cell_classes.png
Bar = 50 um.
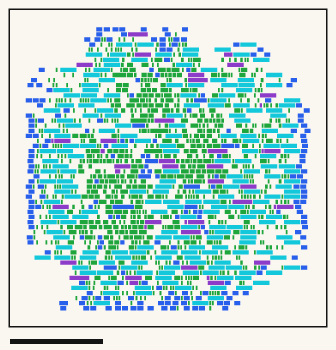
final_congestion.png
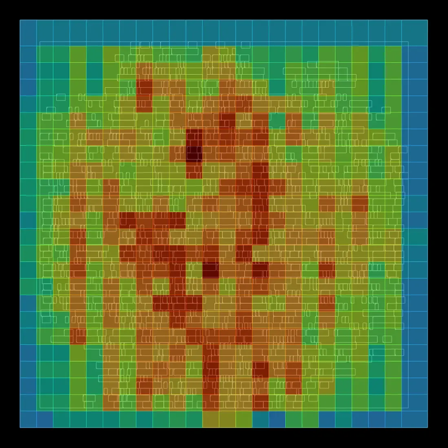
==> config.mk <==
export PLATFORM = sky130hd
export DESIGN_NAME = collision
export DESIGN_NICKNAME = d
export VERILOG_FILES = /design/src/rtl/collision_pkg.sv /design/src/rtl/collision_cmp.sv /design/src/rtl/collision.sv
export SDC_FILE = /design/constraint.sdc
export NUM_CORES = 1
export LEC_CHECK = 0
export CAP_MARGIN = 20
export CORE_MARGIN = 8
export CORE_UTILIZATION = 46
export DETAILED_ROUTE_END_ITERATION = 16
export GPL_ROUTABILITY_DRIVEN = 0
export HOLD_SLACK_MARGIN = 0.03
export PLACE_DENSITY = 0.72
export SYNTH_ARGS = -nofsm -noshare
export SYNTH_HDL_FRONTEND = slang
export SYNTH_SLANG_ARGS = --single-unit
==> constraint.sdc <==
create_clock -name clk -period 3.85 [get_ports clk]
set_input_delay 0.385 -clock clk [delete_from_list [all_inputs] [get_ports clk]]
set_output_delay 0.385 -clock clk [all_outputs]
set_load 0.01 [all_outputs]
==> run notes <==
This note records the results obtained with Yosys and OpenROAD.

Power
The power in combinational cells is 0.00555 W. The switching part of the total power is 0.4023. The total power divided by cell area is 824.1 nW/um^2. The leakage power in the latest report is 6.797 nW. The internal cell power is 0.006894 W.

The share of total power dissipated in the clock network is 0.217. Per report_power, the top consumer among the power groups is combinational logic. Clock network power for this build is 0.00250 W. The analysis reports a worst IR drop on VDD of 0.3821 mV. The share of total power dissipated in sequential elements is 0.301. Per report_power, the Sequential row totals 0.00348 W.

The combinational share of power is 0.482. The net switching component of the power is 0.004639 W.

Final layout
The final antenna diode tally reported by the flow is 0. The ratio of cells with drive above 1 in the final layout is 0.08447. The layout-stage area growth over the synthesis result is 29.10%. The final-stage net count is 1538. The top logic cell by instance count in the layout is sky130_fd_sc_hd__nand2_1.

The final report lists a non-filler cell total of 1716. The number of flip-flops in the largest register is 88. The tally of filler cells in the layout is 1984. Ranking logic cells in the layout by count gives the top entries 429 x sky130_fd_sc_hd__nand2_1, 207 x sky130_fd_sc_hd__dfrtp_1, 158 x sky130_fd_sc_hd__clkdlybuf4s50_1.

STA
The worst pin sits at a relative slew slack of 0.4047. The worst path in the final design needs a cycle of 3680 ps, including I/O delays and setup. The final number of setup-violating endpoints is 0. The post-route setup TNS is 0 ps. Setup repair after global routing left no endpoint under its margin. The final hold violation count recorded for this run is 0. Static timing analysis puts the maximum clock frequency at 271.7 MHz. The max-slew violation total from the final report is 0. Looking at the max-slew report, the worst-margin pin has a slew of 892.9 ps. The worst clock skew is 10.75 ps.

The share of the clock period used by the worst path is 0.9559.

Global routing
Entering global routing, the biggest net connects 124 pins. The via count of the first global-routing pass is 8897. The number of antenna violations at the first check in global routing is 0. The total congestion overflow after global routing is 0. The first global-routing pass estimated 46780 um of wire. Summed over all routing layers, the global router reports a total usage of 0.2027.

Clocking
No sink is reached through more buffers than the 3 on the longest clock path. The clock latency reported for the late side of the worst-skew pair is 520 ps. Clock tree synthesis inserted a total of 23 buffers. The clock sink count is 208. The depth of the CTS H-tree is 1. Per the CTS log, the root buffer master is sky130_fd_sc_hd__clkbuf_16. Looking at the worst setup and hold paths, the clock pins of their registers show a slew of 60 ps. The CTS tree is yes.

Logic synthesis
The main flop type after synthesis is sky130_fd_sc_hd__dfrtp_1. In this run, synthesis inferred 0 flip-flops with an integrated enable. The warning tally printed by Yosys for this design is 0.

Per the Yosys statistics, synthesis produced 1205 cells. The post-synth net total is 1362. The average instance in the mapped netlist occupies 8.995 sq um. sky130_fd_sc_hd__dfrtp_1 takes more of the synthesized area than any other cell. The total standard cell area after synthesis is 10840 sq um. In the synthesized netlist, the number of instances is 1205. The netlist uses 56 different library cells. Of the post-synthesis cell area, the dominant cell type holds 0.4802. The proportion of register bits with asynchronous set or reset after synthesis is 1.000.

The number of synthesized register bits is 208. The sequential share of the synthesized area is 0.4802. In the post-synthesis netlist, the biggest area contributors are sky130_fd_sc_hd__dfrtp_1 48%, sky130_fd_sc_hd__nand2_1 15%, sky130_fd_sc_hd__mux2i_1 7.1%. The synthesized netlist has a Yosys-reported chip area of 10840 sq um.

Detailed routing
In the detailed route, the total length drawn on met2 is 12970 um. The violation tally from detailed-route iteration zero is 822. Per the detail_route report, DRC violations left total 0. Routed signal wires occupy layers up through met4. The antenna violation net count after detailed routing is 0. The first TritonRoute pass finished after 7 iterations. The met3 wire length is 2094 um. The routed layout has 8940 vias. The number of vias per cell is 5.210. For this sky-water flow run, the detailed-routed wirelength per cell is reported as 17.05 um.

The final layout contains routed wiring with a total length of 29260 um. The post-route report lists met1 wire length as 13140 um.

Place
The number of cells in the design after placement is 1669. According to the dpl log, the detail-placed design has an HPWL of 21660 um. The port buffer count is 159.

Min path
In this run the worst hold path is classified as primary input to flip-flop. The number of cells on the worst hold path is 3.

Setup path
The arrival time of data at the worst endpoint is listed as 4050 ps. The highest fanout seen on the critical path is 21. The reg2reg setup slack is 170 ps.

The worst setup path is launched from a flip-flop. The combined buffer and inverter count along the critical path is 5. The number of gates on the worst path with buffers counted is 14. The largest individual stage delay along the critical path comes from the cell sky130_fd_sc_hd__or4_1. According to the timing report, the data required time at the worst endpoint equals 4220 ps. Per STA, the highest per-stage delay on the worst path measures 530 ps. The number of cells traversed by the worst register-to-register path is 14. STA classifies the critical path endpoint as a flip-flop.

The report lists the cells along the critical path as buf_12 -> mux2i_2 -> inv_1 -> ha_4 -> inv_1 -> a211oi_2 -> xnor2_1 -> or4_1 -> or4_4 -> a2111oi_4 -> o41ai_4 -> buf_4 -> clkbuf_16 -> mux2i_1. The kind of cell with the highest combined delay along the critical path is simple AND/OR/NAND/NOR gates. The start-to-end type of the worst setup path is flip-flop to flip-flop.

In this design, the critical path's most frequently occurring cell is sky130_fd_sc_hd__inv_1.

Die
In this run the vertical extent of the chip is 169.5 um. The core utilization before placement is 0.4646. In this run the count of I/O pins placed on the die edge is 160. The overall die size recorded for this design is 28730 sq um.

The horizontal die dimension is 169.5 um.

Run
The stage logs contain a warning count of 30. The number of maximum-capacitance constraint violations is 0.

Outcome
The flow ran to the end, and the final reports show no timing, DRC or antenna violations.
## Picture notes: cell_classes.png
[other buffers and delay cells] blue | cells: 212 | share of their area: 16%
[all other logic] green | cells: 936 | share of their area: 40%
[flops] cyan | cells: 208 | share of their area: 38%
[clock drivers and dummy loads] purple | cells: 41 | share of their area: 6.3%
Rows: 56
design area: 13990 sq um
core outline area: 23330 sq um
Core Util, Final: 0.5997
sequential fraction of total cell area: 0.3720

## Picture notes: final_congestion.png
GR Util met2: 0.3144
met1 layer usage reported by global route: 0.2794
layer with the highest usage: met2
met3 track demand over resource in global routing: 0.03885

-- stage by stage --
step	utilization	power [W]	instance area [sq um]	setup slack [ps]	hold WS, ps
2_1_floorplan	-	0.006951	10890	1.357	89.41
3_3_place_gp	0.5583	0.008743	13030	211.3	458.8
3_5_place_dp	0.5583	0.008902	13030	15.60	462.8
4_1_cts	0.5986	0.01151	13970	10.20	383.8
5_1_grt	0.5997	0.01230	13990	8.667	401.9
6_report	0.5997	0.01153	13990	169.8	392.8
-- area by class of cell --
class                      instances  area, sq um  area share
sequential                       208         5206      0.3720
clock inverter                    13        246.5     0.01761
inverter                          61        229.0     0.01636
multi-input combinational        875         5172      0.3696
timing repair buffer             212         2126      0.1519
clock buffer                      28        614.3     0.04390
tap                              319        399.1     0.02852
-- timing repair --
action | in CTS | in global routing
resized | 1 | 1
hold buffers | 1 | 0
gates cloned | 2 | 0
pin swaps | 0 | 1
endpoints found under the setup margin | 17 | 38
endpoints found under the hold margin | 80 | 0
buffers inserted | 0 | 3
-- synthesized netlist by cell type, types with 12 or more instances --
master / number
sky130_fd_sc_hd__o21ai_0: 77
sky130_fd_sc_hd__clkbuf_1: 46
sky130_fd_sc_hd__xnor2_1: 53
sky130_fd_sc_hd__nand2_1: 429
sky130_fd_sc_hd__a21oi_1: 20
sky130_fd_sc_hd__ha_1: 46
sky130_fd_sc_hd__dfrtp_1: 208
sky130_fd_sc_hd__inv_1: 60
sky130_fd_sc_hd__nand4_1: 12
sky130_fd_sc_hd__nand3_1: 23
sky130_fd_sc_hd__mux2i_1: 77
sky130_fd_sc_hd__mux2_2: 14
sky130_fd_sc_hd__nor2_1: 23
-- cells by family after synthesis --
logic type      synth area share
xor+xnor                 0.04848
compound gates           0.07619
mux                      0.08704
flops                     0.4802
buf+inv                  0.04767
fa+ha+maj                0.05310
simple gates              0.2073
No activity file was given, so power comes from the tool's default toggle rates.
